--- src/rtl/mgpio_ext_pkg.sv ---
`default_nettype none
// ============================================================================
// Module   : mgpio_ext_pkg
// Purpose  : Register offsets shared by the GPIO bank and its bus decoder.
// Revision : 1.0
// ============================================================================
package mgpio_ext_pkg;

  localparam int unsigned OFF_W = 4;

  localparam logic [OFF_W-1:0] OFF_DATA    = 4'd0;
  localparam logic [OFF_W-1:0] OFF_DIR     = 4'd1;
  localparam logic [OFF_W-1:0] OFF_IN      = 4'd2;
  localparam logic [OFF_W-1:0] OFF_SET     = 4'd3;
  localparam logic [OFF_W-1:0] OFF_CLR     = 4'd4;
  localparam logic [OFF_W-1:0] OFF_TGL     = 4'd5;
  localparam logic [OFF_W-1:0] OFF_RISE_EN = 4'd6;
  localparam logic [OFF_W-1:0] OFF_FALL_EN = 4'd7;
  localparam logic [OFF_W-1:0] OFF_STATUS  = 4'd8;
  localparam logic [OFF_W-1:0] OFF_LAST    = OFF_STATUS;

endpackage
`default_nettype wire

--- src/rtl/mgpio_ext_bank.sv ---
`default_nettype none
// ============================================================================
// Module   : mgpio_ext_bank
// Purpose  : One GPIO bank: registers, input synchronizer, edge detect, STATUS.
// Revision : 1.0
// ============================================================================
module mgpio_ext_bank
  import mgpio_ext_pkg::*;
#(
  parameter int WIDTH       = 8,
  parameter int SYNC_STAGES = 2
) (
  input  logic             clk,
  input  logic             rst_n,
  input  logic             wr_en,
  input  logic [OFF_W-1:0] wr_off,
  input  logic [WIDTH-1:0] wr_data,
  input  logic [WIDTH-1:0] pin_in,
  output logic [WIDTH-1:0] data_o,
  output logic [WIDTH-1:0] dir_o,
  output logic [WIDTH-1:0] in_o,
  output logic [WIDTH-1:0] rise_en_o,
  output logic [WIDTH-1:0] fall_en_o,
  output logic [WIDTH-1:0] status_o,
  output logic             irq
);

  logic [WIDTH-1:0] data_q, data_d;
  logic [WIDTH-1:0] dir_q, dir_d;
  logic [WIDTH-1:0] rise_en_q, rise_en_d;
  logic [WIDTH-1:0] fall_en_q, fall_en_d;
  logic [WIDTH-1:0] status_q, status_d;
  logic [WIDTH-1:0] prev_q, prev_d;
  logic [WIDTH-1:0] sync_q [SYNC_STAGES];
  logic [WIDTH-1:0] sync_d [SYNC_STAGES];
  logic [WIDTH-1:0] in_w;
  logic [WIDTH-1:0] event_w;
  logic [WIDTH-1:0] w1c_w;

  always_comb begin
    sync_d[0] = pin_in;
    for (int i = 1; i < SYNC_STAGES; i++) begin
      sync_d[i] = sync_q[i-1];
    end
  end

  assign in_w    = sync_q[SYNC_STAGES-1];
  assign prev_d  = in_w;
  // Only sampled transitions count; enable changes alone never create events.
  assign event_w = (in_w & ~prev_q & rise_en_q) | (~in_w & prev_q & fall_en_q);

  always_comb begin
    data_d    = data_q;
    dir_d     = dir_q;
    rise_en_d = rise_en_q;
    fall_en_d = fall_en_q;
    w1c_w     = '0;
    if (wr_en) begin
      case (wr_off)
        OFF_DATA:    data_d    = wr_data;
        OFF_DIR:     dir_d     = wr_data;
        OFF_SET:     data_d    = data_q | wr_data;
        OFF_CLR:     data_d    = data_q & ~wr_data;
        OFF_TGL:     data_d    = data_q ^ wr_data;
        OFF_RISE_EN: rise_en_d = wr_data;
        OFF_FALL_EN: fall_en_d = wr_data;
        OFF_STATUS:  w1c_w     = wr_data;
        default:     ;
      endcase
    end
    // A set event in the same cycle wins over the write-one-to-clear.
    status_d = (status_q & ~w1c_w) | event_w;
  end

  always_ff @(posedge clk or negedge rst_n) begin
    if (!rst_n) begin
      data_q    <= '0;
      dir_q     <= '0;
      rise_en_q <= '0;
      fall_en_q <= '0;
      status_q  <= '0;
      prev_q    <= '0;
      for (int i = 0; i < SYNC_STAGES; i++) begin
        sync_q[i] <= '0;
      end
    end else begin
      data_q    <= data_d;
      dir_q     <= dir_d;
      rise_en_q <= rise_en_d;
      fall_en_q <= fall_en_d;
      status_q  <= status_d;
      prev_q    <= prev_d;
      for (int i = 0; i < SYNC_STAGES; i++) begin
        sync_q[i] <= sync_d[i];
      end
    end
  end

  assign data_o    = data_q;
  assign dir_o     = dir_q;
  assign in_o      = in_w;
  assign rise_en_o = rise_en_q;
  assign fall_en_o = fall_en_q;
  assign status_o  = status_q;
  assign irq       = |status_q;

endmodule
`default_nettype wire

--- src/rtl/mgpio_ext.sv ---
`default_nettype none
// ============================================================================
// Module   : mgpio_ext
// Purpose  : Multi-bank GPIO with bus decode, error flag and per-bank IRQs.
// Revision : 1.0
// ============================================================================
module mgpio_ext
  import mgpio_ext_pkg::*;
#(
  parameter int BANKS        = 1,
  parameter int WIDTH        = 8,
  parameter int BANK_AS_BITS = 12,
  parameter int SYNC_STAGES  = 2,
  localparam int BANKS_WIDTH = (BANKS > 1) ? $clog2(BANKS) : 1
) (
  input  logic                          clk,
  input  logic                          rst_n,
  input  logic [BANK_AS_BITS+BANKS_WIDTH-1:0] bus_addr,
  input  logic [WIDTH-1:0]              bus_data_in,
  input  logic                          bus_write,
  output logic [WIDTH-1:0]              bus_data_out,
  output logic                          bus_err,
  input  logic [BANKS*WIDTH-1:0]        gpio_in,
  output logic [BANKS*WIDTH-1:0]        gpio_out,
  output logic [BANKS*WIDTH-1:0]        gpio_oe,
  output logic [BANKS-1:0]              irq_bank,
  output logic                          irq
);

  localparam int AW = BANK_AS_BITS + BANKS_WIDTH;

  logic [BANKS_WIDTH-1:0]  bank_w;
  logic [BANK_AS_BITS-1:0] off_w;
  logic                    off_bad_w;
  logic                    bank_bad_w;

  logic [WIDTH-1:0] data_w    [BANKS];
  logic [WIDTH-1:0] dir_w     [BANKS];
  logic [WIDTH-1:0] in_w      [BANKS];
  logic [WIDTH-1:0] rise_en_w [BANKS];
  logic [WIDTH-1:0] fall_en_w [BANKS];
  logic [WIDTH-1:0] status_w  [BANKS];

  assign bank_w     = bus_addr[AW-1:BANK_AS_BITS];
  assign off_w      = bus_addr[BANK_AS_BITS-1:0];
  assign off_bad_w  = off_w > BANK_AS_BITS'(OFF_LAST);
  assign bank_bad_w = {1'b0, bank_w} >= (BANKS_WIDTH+1)'(BANKS);
  assign bus_err    = off_bad_w | bank_bad_w;

  for (genvar b = 0; b < BANKS; b++) begin : g_bank
    logic wr_en_w;
    assign wr_en_w = bus_write & ~bus_err & (bank_w == BANKS_WIDTH'(b));

    mgpio_ext_bank #(
      .WIDTH       (WIDTH),
      .SYNC_STAGES (SYNC_STAGES)
    ) u_bank (
      .clk       (clk),
      .rst_n     (rst_n),
      .wr_en     (wr_en_w),
      .wr_off    (off_w[OFF_W-1:0]),
      .wr_data   (bus_data_in),
      .pin_in    (gpio_in[b*WIDTH +: WIDTH]),
      .data_o    (data_w[b]),
      .dir_o     (dir_w[b]),
      .in_o      (in_w[b]),
      .rise_en_o (rise_en_w[b]),
      .fall_en_o (fall_en_w[b]),
      .status_o  (status_w[b]),
      .irq       (irq_bank[b])
    );

    assign gpio_out[b*WIDTH +: WIDTH] = data_w[b];
    assign gpio_oe[b*WIDTH +: WIDTH]  = dir_w[b];
  end

  always_comb begin
    bus_data_out = '0;
    for (int b = 0; b < BANKS; b++) begin
      if (!bus_err && bank_w == BANKS_WIDTH'(b)) begin
        case (off_w[OFF_W-1:0])
          OFF_DATA:    bus_data_out = data_w[b];
          OFF_DIR:     bus_data_out = dir_w[b];
          OFF_IN:      bus_data_out = in_w[b];
          OFF_RISE_EN: bus_data_out = rise_en_w[b];
          OFF_FALL_EN: bus_data_out = fall_en_w[b];
          OFF_STATUS:  bus_data_out = status_w[b];
          default:     bus_data_out = '0;
        endcase
      end
    end
  end

  assign irq = |irq_bank;

endmodule
`default_nettype wire

--- config.mk ---
export PLATFORM = sky130hd
export DESIGN_NAME = mgpio_ext
export DESIGN_NICKNAME = d
export VERILOG_FILES = /design/src/rtl/mgpio_ext_pkg.sv /design/src/rtl/mgpio_ext_bank.sv /design/src/rtl/mgpio_ext.sv
export SDC_FILE = /design/constraint.sdc
export NUM_CORES = 1
export LEC_CHECK = 0
export ABC_AREA = 1
export CORE_MARGIN = 2
export CORE_UTILIZATION = 57
export DETAILED_ROUTE_END_ITERATION = 10
export GPL_TIMING_DRIVEN = 1
export PLACE_DENSITY = 0.85
export SETUP_SLACK_MARGIN = 0.15
export SLEW_MARGIN = 20
export SYNTH_ARGS = -nofsm -noshare
export SYNTH_HDL_FRONTEND = slang
export SYNTH_SLANG_ARGS = --single-unit
--- constraint.sdc ---
create_clock -name clk -period 3.5 [get_ports clk]
set_clock_uncertainty 0.05 [all_clocks]
set_input_delay 0.7 -clock clk [delete_from_list [all_inputs] [get_ports clk]]
set_output_delay 0.7 -clock clk [all_outputs]
set_load 0.1 [all_outputs]
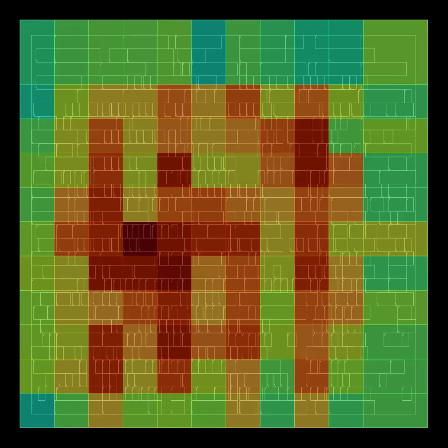
*Congestion heat map*
detailed-route wire length per cell: 16.4 um
met2 usage: 0.530
GR peak layer: met2
met3 Resource Use GR: 0.0714
GRT Util Overall: 0.320

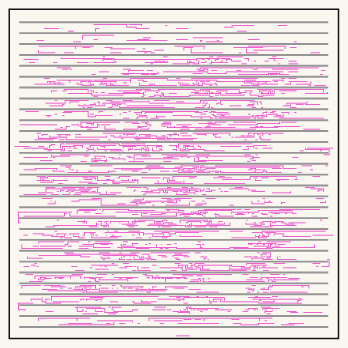
*Metal 1*
Drawn at 4 px/um. Supply wires on this layer in gray.
longest straight run: 30.8 um
share of all routed wire: 37%
wire length on this layer: 3770 um
nets with wire on the layer: 504

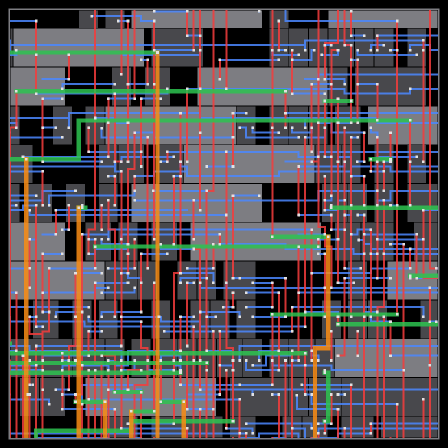
*Close-up of the layout*
Window x 26 to 56, y 42 to 72 um. Cells in gray, sequential cells in the stronger gray; small squares are vias.
legend:
  orange:
    layer: met4
  red:
    layer: met2
  blue:
    layer: met1
  green:
    layer: met3
most frequent: nand2_1 (37), dfrtp_1 (10), nand3_1 (9)
sequential cells in the window: 10
netlist names of flops here include: g_bank.u_bank.rise_en_o (3), g_bank.u_bank.status_o (3), g_bank.u_bank.fall_en_o (2)
cells with their middle in the window: 90

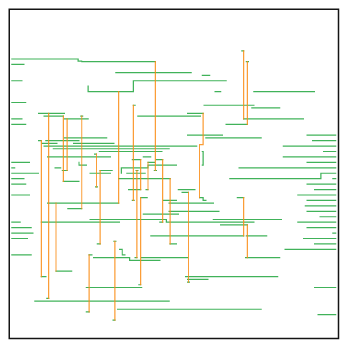
*Wiring by layer*
Drawn at 4 px/um. Only two layers are drawn.
legend:
  orange:
    layer: met4
    wire_length: 474 um
  green:
    layer: met3
    wire_length: 1010 um

==> run notes <==
The flow completed. Fill cell instance count of the final layout landed at about 450. STA reports the tightest min-delay check as being of type reg -> reg. The cell sitting at the root of the clock tree is a sky130_fd_sc_hd__clkbuf_8. Net count of the finished layout landed at just under 600. Buffer count from post-CTS setup fixing landed at 0. Of the total power, combinational logic draws 0.093. The number of antenna violations at the first check in global routing is 0.

Number of H-tree levels landed at 3. Cell area after layout landed at around 4500 um2. Clock tree synthesis inserted a total of 9 buffers. Adder-cell share of the synthesized area landed at 0.0578. The most common logic cells in the final layout are sky130_fd_sc_hd__nand2_1 (196), sky130_fd_sc_hd__dfrtp_1 (64), sky130_fd_sc_hd__inv_1 (57).

Setup repair after global routing could not meet its margin everywhere. Final tally of setup violations landed at 0. Vertical die size landed at between 80 and 90 um. In this run, the synthesized area fraction spent on and/or/nand/nor cells is recorded as 0.362. The final timing report lists a hold violation count of 0. Number of warnings in the stage logs landed at 36. Of the total standard cell area in the layout, the multi-input combinational portion is 0.367.

The kind of cell with the highest combined delay along the critical path is buffers and inverters. The share of the Yosys chip area taken by registers is 0.462. The internal power of the cells totals approximately 1.2 mW. Sum of negative setup slack landed at 0 ps. The worst setup path is captured at an output port. The worst-case max-slew headroom was logged as 0.493. The synthesis run shows the most used standard cells to be sky130_fd_sc_hd__nand2_1 (198), sky130_fd_sc_hd__dfrtp_1 (64), sky130_fd_sc_hd__inv_1 (58). Clock transition time at the flip-flop clock pins of the worst setup and hold paths landed at 70 ps.

Leaving out the clock tree, the finished layout contains an inverter count of between 60 and 70. For flop-to-flop paths, the worst setup slack is approximately 2300 ps. According to the I/O placement log, the pin count is ~59. Cell count after synthesis landed at ~460. Routed signal wires occupy layers up through met4. A synthesized cell averages around 7.5 um2. Per the synthesis report, the AND-OR/OR-AND share of the synthesized area is 0.0448. The cell that appears most often on the critical path is sky130_fd_sc_hd__nand2_1. In the hold report, the worst path ends at g_bank[0].u_bank.in_o[2]$_DFF_PN0_. Final weighted congestion in routability-driven placement landed at 0.881. Number of unique standard cell types used by synthesis landed at 24. Per STA, the endpoint of the critical path is bus_data_out[7]. The critical path crosses 10 cells after its start point. Detailed-routing wirelength on met1 landed at 3.77 mm. The report lists the power per cell area as roughly 360 nW/um2. Registers represent a cell area share of 0.357. The chip area line in the Yosys stat output reads between 3000 and 4000 um2. The layout summary lists the proportion of cells stronger than drive strength 1 as 0.157.

Of the total power, the clock network draws 0.432. For this run, combinational gates with multiple inputs come to 333. Share of flip-flops with an asynchronous set or reset landed at 1.00.

The detailed placer reported the number of placed instances as approximately 600. Via count of the first global-routing pass landed at between 3000 and 4000. In this run, post-CTS hold repair placed 0 buffers. In the synthesized netlist, the dominant kind of combinational cell is simple AND/OR/NAND/NOR gates. In the global route stage, met1 resource usage came out at 0.387. Number of well-tap cells placed landed at approximately 75. Proportion of netlist area held by the largest area contributor landed at 0.462. Worst hold slack landed at between 300 and 400 ps. HPWL after detailed placement landed at 7.10 mm. Counting the warning lines in the Yosys log gives 0. The post-route utilization of the core is recorded as 0.763.

Maximum clock path buffer count landed at 2. In this run the VDD rail shows a maximum IR drop of between 0.4 and 0.5 mV. Netlist area before placement landed at ~3500 um2. For the worst setup path, the data required time is 2750 ps. Flip-flop and latch count after synthesis landed at around 64.

The highest clock rate this design can be run at is between 300 and 400 MHz. Ratio of routed vias to standard cells landed at 5.58. The biggest area contributor in the post-synthesis netlist is sky130_fd_sc_hd__dfrtp_1. The global route stage reports its total congestion overflow as 0. Of all the cell area in the finished design, the clock network holds 0.0462. Worst-case setup slack after placement landed at between 150 and 200 ps. The flow reports power dissipated in the clock network as 0.696 mW. Multiplexer fraction of the synthesized cell area landed at 0. Compared with the post-synthesis result, the final layout area differs by 29.7%.

Tracing the worst setup path back leads to its startpoint at bus_addr[2]. The timing report notes that buffer and inverter cells on the critical path total 4. For this run, the leading register cell type out of synthesis is sky130_fd_sc_hd__dfrtp_1. Overall die width landed at 82.0 um. For this configuration, the core starts out at a cell density of 0.588. Detailed placement reports a standard cell area of 4250 um2. The floorplan has 28 rows. STA lists the maximum fanout along the critical path as 6.

The design draws about 1.6 mW. The group that draws the most power in this run is registers. Area of the chip landed at ~6700 um2. STA lists the endpoint of the worst register-to-register path as g_bank[0].u_bank.data_o[3]$_DFFE_PN0P_. Looking at the max-slew report, the worst-margin pin has a slew of about 760 ps. The net switching power in the latest report is 0.403 mW. After layout, the buffer instance count without clock buffers stands at approximately 70.

Flip-flop and latch area landed at 1600 um2. In the post-synthesis netlist, the biggest area contributors are sky130_fd_sc_hd__dfrtp_1 (46%), sky130_fd_sc_hd__nand2_1 (21%), sky130_fd_sc_hd__inv_1 (6.3%). The worst setup path is launched from an input port. For reference, the final report shows the max-slew violation count at 0. Across the run, the number of max-cap violations was 0. Number of sinks on the clock net landed at around 64. There are around 64 flip-flops and latches. Detailed routing placed a total of 1.01 mm of wire on met3. The core region is slightly below 6000 um2. TritonCTS built the clock tree.

The class occupying the most area after layout is reported as multi-input combinational cells. Number of I/O port buffers landed at just under 60. The top cell type in the final layout, fill and taps aside, is sky130_fd_sc_hd__nand2_1. The run finished with clean final reports.

At floorplan, the net count of the design was reported as approximately 510. Depth of the worst register-to-register path landed at 6. The worst hold path begins at g_bank[0].u_bank.sync_d[2]$_DFF_PN0_.

The final timing summary puts the cycle share of the worst path at 0.936. Power attributed to combinational cells is ~0.15 mW. The critical path is of the in -> out type. Sequential logic power landed at 0.764 mW. Peak per-stage delay on the critical path landed at between 600 and 700 ps.

Number of design rule violations left after detail routing landed at 0. Yosys mapped a number of flops with a built-in enable equal to 0.
Power figures rest on the tool's default switching activity, not on a simulated workload.
